### src/rtl/instruction_fetch_latch.sv
// Multi-cycle fetch stage: one req/ack memory read per accepted fetch_start, word held in the IR and decoded.
// Optional macro FETCH_TIMEOUT_EN aborts a fetch that sees no mem_ack within TIMEOUT request cycles.
module instruction_fetch_latch #(
    parameter int ADDR_W  = 32,
    parameter int INSTR_W = 32,
    parameter int TIMEOUT = 15
) (
    input  logic               clk,
    input  logic               reset,
    input  logic               fetch_start,
    input  logic [ADDR_W-1:0]  pc_in,
    output logic               mem_req,
    output logic [ADDR_W-1:0]  mem_addr,
    input  logic               mem_ack,
    input  logic [INSTR_W-1:0] mem_rdata,
    output logic               busy,
    output logic               instr_valid,
    output logic               fetch_err,
    output logic [INSTR_W-1:0] instr,
    output logic [5:0]         opcode,
    output logic [4:0]         rs,
    output logic [4:0]         rt,
    output logic [15:0]        imm16,
    output logic               ext_op
);

    typedef enum logic [1:0] {
        IDLE_S = 2'd0,
        REQ_S  = 2'd1,
        DONE_S = 2'd2
    } state_t;

    state_t             state_r, state_nx_s;
    logic               accept_s, misalign_s, timeout_s, limit_hit_s;
    logic               mem_req_nx_s, busy_nx_s, valid_nx_s, err_nx_s;
    logic               mem_req_r, busy_r, valid_r, err_r;
    logic [ADDR_W-1:0]  addr_r;
    logic [INSTR_W-1:0] ir_r;

`ifdef FETCH_TIMEOUT_EN
    localparam int            CNT_W   = $clog2(TIMEOUT + 1);
    localparam logic [CNT_W-1:0] LIMIT_C = CNT_W'(TIMEOUT - 1);
    localparam logic [CNT_W-1:0] SAT_C   = CNT_W'(TIMEOUT);
    logic [CNT_W-1:0] cnt_r;

    // The Nth request cycle without ack is the last one; an ack in that same cycle still wins.
    assign limit_hit_s = (cnt_r == LIMIT_C);

    // Wait counter: cleared when a fetch is accepted, counts ack-less request cycles, saturates.
    always_ff @(posedge clk) begin
        if (reset) begin
            cnt_r <= {CNT_W{1'b0}};
        end else if (accept_s) begin
            cnt_r <= {CNT_W{1'b0}};
        end else if ((state_r == REQ_S) && !mem_ack && (cnt_r != SAT_C)) begin
            cnt_r <= cnt_r + {{(CNT_W-1){1'b0}}, 1'b1};
        end else begin
            cnt_r <= cnt_r;
        end
    end
`else
    logic unused_timeout_s;
    assign unused_timeout_s = ^TIMEOUT;
    assign limit_hit_s      = 1'b0;
`endif

    // Next-state logic for the IDLE/REQ/DONE handshake sequencer.
    always_comb begin
        state_nx_s = state_r;
        accept_s   = 1'b0;
        misalign_s = 1'b0;
        timeout_s  = 1'b0;
        case (state_r)
            IDLE_S: begin
                if (fetch_start && (pc_in[1:0] == 2'b00)) begin
                    accept_s   = 1'b1;
                    state_nx_s = REQ_S;
                end else if (fetch_start) begin
                    misalign_s = 1'b1;
                    state_nx_s = IDLE_S;
                end else begin
                    state_nx_s = IDLE_S;
                end
            end
            REQ_S: begin
                if (mem_ack) begin
                    state_nx_s = DONE_S;
                end else if (limit_hit_s) begin
                    timeout_s  = 1'b1;
                    state_nx_s = IDLE_S;
                end else begin
                    state_nx_s = REQ_S;
                end
            end
            DONE_S:  state_nx_s = IDLE_S;
            default: state_nx_s = IDLE_S;
        endcase
    end

    // Output values for the coming cycle, derived from the next state so every output is a flop.
    always_comb begin
        mem_req_nx_s = (state_nx_s == REQ_S);
        busy_nx_s    = (state_nx_s != IDLE_S);
        valid_nx_s   = (state_nx_s == DONE_S);
        err_nx_s     = misalign_s | timeout_s;
    end

    // State, output, address and IR registers; reset clears everything including the IR.
    always_ff @(posedge clk) begin
        if (reset) begin
            state_r   <= IDLE_S;
            mem_req_r <= 1'b0;
            busy_r    <= 1'b0;
            valid_r   <= 1'b0;
            err_r     <= 1'b0;
            addr_r    <= {ADDR_W{1'b0}};
            ir_r      <= {INSTR_W{1'b0}};
        end else begin
            state_r   <= state_nx_s;
            mem_req_r <= mem_req_nx_s;
            busy_r    <= busy_nx_s;
            valid_r   <= valid_nx_s;
            err_r     <= err_nx_s;
            addr_r    <= accept_s ? pc_in : addr_r;
            ir_r      <= ((state_r == REQ_S) && mem_ack) ? mem_rdata : ir_r;
        end
    end

    assign mem_req     = mem_req_r;
    assign mem_addr    = addr_r;
    assign busy        = busy_r;
    assign instr_valid = valid_r;
    assign fetch_err   = err_r;
    assign instr       = ir_r;
    assign opcode      = ir_r[31:26];
    assign rs          = ir_r[25:21];
    assign rt          = ir_r[20:16];
    assign imm16       = ir_r[15:0];
    // Logical immediates (ANDI/ORI/XORI/LUI, opcodes 0x0C-0x0F) zero-extend; all others sign-extend.
    assign ext_op      = (ir_r[31:28] == 4'b0011) ? 1'b0 : 1'b1;

endmodule

### config.mk
export PLATFORM = sky130hd
export DESIGN_NAME = instruction_fetch_latch
export DESIGN_NICKNAME = d
export VERILOG_FILES = /design/src/rtl/instruction_fetch_latch.sv
export SDC_FILE = /design/constraint.sdc
export NUM_CORES = 1
export LEC_CHECK = 0
export CORE_MARGIN = 4
export CORE_UTILIZATION = 41
export DETAILED_ROUTE_END_ITERATION = 8
export PLACE_DENSITY = 0.95
export SYNTH_ARGS = -nofsm -noshare
export SYNTH_HDL_FRONTEND = slang
export SYNTH_SLANG_ARGS = --single-unit
### constraint.sdc
create_clock -name clk -period 4.6 [get_ports clk]
set_input_delay 0.92 -clock clk [delete_from_list [all_inputs] [get_ports clk]]
set_output_delay 0.92 -clock clk [all_outputs]
set_load 0.02 [all_outputs]
Figure 1. Placement by cell class (run 1).
(3 px per um)
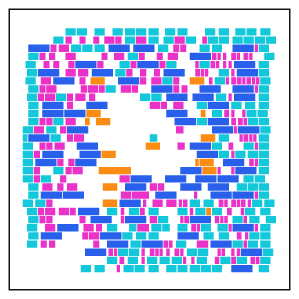
Blue shows flip-flops, cells 70. Cyan shows other buffers and delay cells, cells 171. Magenta shows all other logic, cells 202. Orange shows clock drivers and dummy loads, cells 16.

Figure 2. Placed standard cells (run 1).
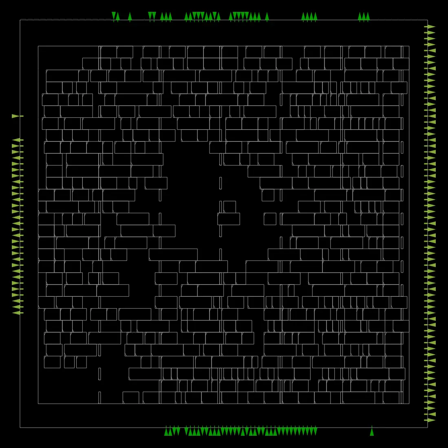
fillers: 564
final core area utilization: 0.670

Figure 3. Register map, names as in the netlist (run 1).
(3 px per um)
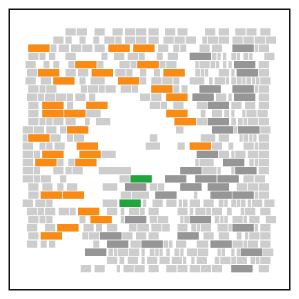
Green shows `state_r`, placed flops 2. Orange shows `mem_addr`, placed flops 32.

==> changes_impl.md, run 1 <==
### Physical design

- Total Routing Usage GR: 0.182
- Placed wire-length estimate: 6080 um
- Hold Path Class: reg -> reg
- Htree depth: 3
- Crit share post-route: 0.524
- Largest family of logic cells by area: simple AND/OR/NAND/NOR gates
- Nets@finish: 522
- FMAX: 0.415 GHz
- Avg Cell Area, Syn: 9.11 um2
- Num CTS Buffers: 9
- Hold buffer count at cts: 0
- WL final: 8050 um
- Status: finished clean
- Share of total power in combinational logic: 0.138
- Top-area cell share: 0.473
- Row cnt: 30
- Mapped Cells: 325
- Adder share: 0
- Hold Vio Cnt, Final: 0
- Io pins: 169
- Most frequent cells in the layout: clkdlybuf4s50_1, dfxtp_1, nand2_1, nand2b_1, a21oi_1
- Pleak: roughly 1.6 nW
- Worst hold margin: roughly 0.47 ns
- Placed cell count: 539
- Final RePlAce weighted congestion: 0.712
- Wire length per cell: 14.5 um
- Min cycle time layout: 2.41 ns
- CP max FO: 35
- # Cells Yosys: 325
- Vias in the first global route: 2,624
- Max-cap violations: 0
- Tool Warnings: 26
- Setup Skew: roughly 0.0063 ns
- Setup crit end kind: register
- Clock slew at reported path FFs: 0.07 ns
- Startpoint types: primary input
- Fin. max-slew vios: 0
- Maximum vdd drop: 0.166 mV
- PortBufs: 168
- DRC Markers: 0
- Vias: around 2,600
- Critical-path cell list: clkdlybuf4s50_1 -> or3b_4 -> nor3_4 -> buf_4 -> mux2i_1
- Antenna violations before repair: 0
- Synthesized area: 0.00296 mm2
- First-pass GRT wire length: between 10,000 and 15,000 um
- Late-Pin Clk Latency: 0.32 ns
- Die height: 93.0 um
- Final ANT Viol Nets: 0
- CTS root buf: clkbuf_8
- MUX share of area: 0.101
- # setup viols final: 0
- Post-route total power: roughly 1.3 mW
- Drt first pass iters: 4
- Area figure in the yosys stat output: 0.00296 mm2
- CTS tree: built
- Share of cells above drive strength 1: 0.0545
## run 1: area by class of cell
type | count | share of cell area
Clock buffer | 12 | 0.0335
Clock inverter | 4 | 0.00973
Multi-Input combinational cell | 202 | 0.261
Sequential cell | 70 | 0.303
Tap cell | 96 | 0.0260
Timing Repair Buffer | 171 | 0.367
## run 1: metal layers
metal | track usage | wire length, um | vias up
li1 | - | - | 1263
met1 | 0.208 | 3230 | 1185
met2 | 0.328 | 4120 | 118
met3 | 0.0491 | 627 | 8
met4 | 0.0549 | 81 | 0
met5 | 0 | 0 | -
## run 1: metrics by stage
step                      worst slack (ns)   util  cell area [um2]
after global routing                  2.10  0.670             4630
final                                 2.19  0.670             4630
after floorplan                       2.52      -             2960
after CTS                             2.17  0.670             4630
after detailed placement              1.83  0.641             4430
after global placement                1.94  0.641             4430
## run 1: worst max-delay path, delay by kind of cell
| family | cells | cell delay, ns |
|---|---|---|
| buffers and inverters | 2 | 0.94 |
| and+or+nand+nor | 2 | 0.51 |
| muxes | 1 | 0.27 |
## run 1: cells in the mapped netlist
cell	n
nor3b_1	2
buf_4	32
nand4bb_1	1
and2b_1	1
o21ba_2	3
nand3b_1	1
mux2i_1	30
nor2_1	3
nor3_1	1
nor3_4	1
clkbuf_1	18
nand2b_1	60
nor2b_1	1
and3b_2	1
or3b_4	1
dfxtp_1	70
buf_8	3
nand2_1	64
a21oi_1	32
## run 1: final timing paths
| check | cells past startpoint | end | slack (ns) | start |
|---|---|---|---|---|
| max | 5 | mem_addr[11]$_SDFFE_PP0P_ | 2.19 | fetch_start |
| min | 2 | instr[12]$_SDFFE_PP0P_ | 0.47 | instr[12]$_SDFFE_PP0P_ |
| max reg2reg | 4 | mem_addr[11]$_SDFFE_PP0P_ | 2.89 | state_r[1]$_SDFF_PP0_ |
| min reg2reg | 2 | instr[12]$_SDFFE_PP0P_ | 0.47 | instr[12]$_SDFFE_PP0P_ |
## run 1: flip-flops by register name, summed over array words and instances, names as in the netlist
name         count
busy             1
fetch_err        1
instr           32
instr_valid      1
mem_addr        32
mem_req          1
state_r          2
## run 1: logic make-up after synthesis
| logic type | count (synthesis) |
|---|---|
| AOI/OAI and AO/OA | 35 |
| buffers and inverters | 53 |
| DFF | 70 |
| muxes | 30 |
| and+or+nand+nor | 137 |
## run 1: power by group through the flow
stage,Sequential (mW),Clock (mW),Combinational [mW]
after floorplan,0.662,0,0.0651
after CTS,0.631,0.505,0.181
final,0.631,0.491,0.179
after detailed placement,0.645,0,0.181
after global placement,0.644,0,0.176
after global routing,0.633,0.533,0.192
==> run 1 -> run 2 <==
- CORE_UTILIZATION: 41 -> 38
- PLACE_DENSITY: 0.95 -> 0.92
- clock period: 4.6 -> 2.5 ns (I/O delays scaled with it)
Figure 4. Routed clock nets over the placement (run 2).
(3 px per um)
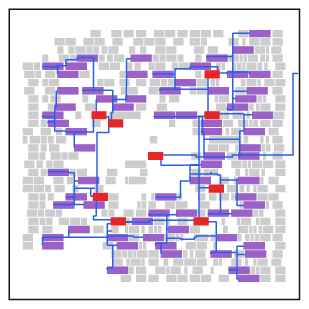
Blue shows clock wires, length 825 um. Purple shows flip-flops, count 70. Red shows cells driving clock nets, count 9.
There are 10 routed clock nets.

Figure 5. Wires at chosen ports, followed through buffers (run 2).
(4 px per um)
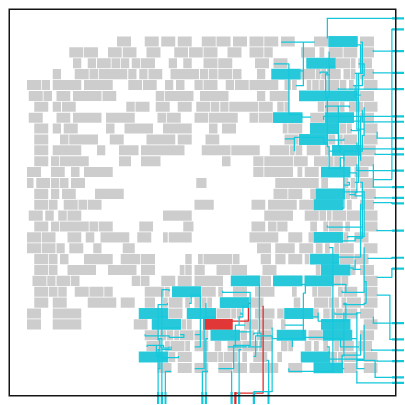
Cyan shows `instr`, bits 32, direction output, end cells 32, wire 1,110 um. Red shows `instr_valid`, bits 1, direction output, end cells 1, wire 37.8 um.

==> run 2 against run 1 <==
Effect of this change:
- cell count rose by 0.90%
- synthesized cell count did not move
- clock-buffer cell count fell by 2
- global-route usage fell by 1.1 points
- critical path depth fell by 3
- highest routed layer unchanged
- worst setup slack got worse by 1.7 ns
- via count fell by 1.0%
- register-to-register slack got worse by 1.9 ns
- clock power rose by 110%
==> changes_impl.md, run 2 <==
### Physical design

- Crit share post-route: 0.791
- Clock slew at reported path FFs: 0.08 ns (about the same)
- Post-synth tally of flip-flops with integrated enable: 0 (unchanged)
- # setup viols final: 0 (unchanged)
- Most common cell in the netlist: dfxtp_1
- Maximum vdd drop: 0.324 mV (+95%)
- Worst hold margin: 0.473 ns (+0.00232 ns)
- Avg Cell Area, Syn: 9.11 um2 (unchanged)
- Vias in the first global route: 2,597 (-1.0%)
- PortBufs: 168 (unchanged)
- Hold Startpoint: instr[6]$_SDFFE_PP0P_
- Top-area cell share: 0.473 (unchanged)
- Hold Vio Cnt, Final: 0 (unchanged)
- Met3 usage: 0.0563 (+0.00722)
- Vias: 2,547 (-1.0%)
- FMAX: 0.505 GHz
- Die height: 96.3 um (+3.5%)
- Row cnt: 31 (+3.3%)
- Final RePlAce weighted congestion: 0.687 (-3.5%)
- DRC Markers: 0 (unchanged)
- FFs w/ async S/R, synth: 0 (unchanged)
- Wire length per cell: 14.4 um (-0.51%)
- Status: finished clean
- Synthesized area: 0.00296 mm2 (unchanged)
- Nets@finish: 524 (+0.38%)
- Min cycle time layout: 1.98 ns
- Setup Skew: 0.00741 ns (+0.00107 ns)
- Area after DPL: 0.00446 mm2 (+0.71%)
- Tool Warnings: 26 (unchanged)
- Final ANT Viol Nets: 0 (unchanged)
- Post-synth top flop: dfxtp_1
- Reg-to-Reg Start: state_r[1]$_SDFF_PP0_
- # Cells Yosys: 325 (unchanged)
- Late-Pin Clk Latency: 0.34 ns (+0.02 ns)
- Final instance area: 0.00469 mm2 (+1.3%)
- Crit path launch: instr[30]$_SDFFE_PP0P_
- Top post-synthesis cells by count: dfxtp_1, nand2_1, nand2b_1
- Hold buffer count at cts: 0 (unchanged)
- WL final: 8080 um (+0.38%)
- CTS root buf: clkbuf_8
- Mapped Cells: 325 (unchanged)
run 2: metal layers:
layer	routed length, um	vias up
li1	-	1267
met1	3020	1159
met2	4100	111
met3	851	10
met4	104	0
met5	0	-
run 2: worst paths after layout:
path / to / slack (ns) / depth (start not counted)
max: ext_op / 0.52 / 2
min: instr[6]$_SDFFE_PP0P_ / 0.47 / 2
max reg2reg: mem_addr[13]$_SDFFE_PP0P_ / 1.04 / 4
min reg2reg: instr[6]$_SDFFE_PP0P_ / 0.47 / 2
run 2: final cells by class:
| cell class | instances | area (um2) | area share |
|---|---|---|---|
| clock inverters | 6 | 92.6 | 0.0197 |
| repair buffers | 173 | 1730 | 0.368 |
| multi-input cells | 202 | 1210 | 0.257 |
| well taps | 99 | 124 | 0.0264 |
| clock buffers | 10 | 138 | 0.0293 |
| flip-flops and latches | 70 | 1400 | 0.299 |
run 2: critical path, stage by stage, from the launching register on:
cell	delay [ns]
dfxtp_1	0.39
nand4bb_1	0.14
clkdlybuf4s50_1	0.61
run 2: kinds of logic after synthesis:
kind of cell | Yosys count | synth area share
AOI/OAI and AO/OA | 35 | 0.0642
and+or+nand+nor | 137 | 0.242
buffers and inverters | 53 | 0.119
DFF | 70 | 0.473
muxes | 30 | 0.101
run 2: power by group:
part	total, mW	internal, mW	switching (mW)
clock network	1.02	0.594	0.429
registers	1.16	1.14	0.0182
logic	0.333	0.199	0.134
total	2.52	1.94	0.581
run 2: stage by stage:
step | total power [mW] | utilization | instances | worst slack, ns
finish | 2.52 | 0.633 | 560 | 0.522
global route | 2.62 | 0.633 | 560 | 0.448
CTS | 2.55 | 0.633 | 560 | 0.508
detailed placement | 1.52 | 0.602 | 544 | 0.415
global placement | 1.52 | 0.602 | 544 | 0.468
floorplan | 1.34 | - | 325 | 0.840
No activity file was given, so power comes from the tool's default toggle rates.
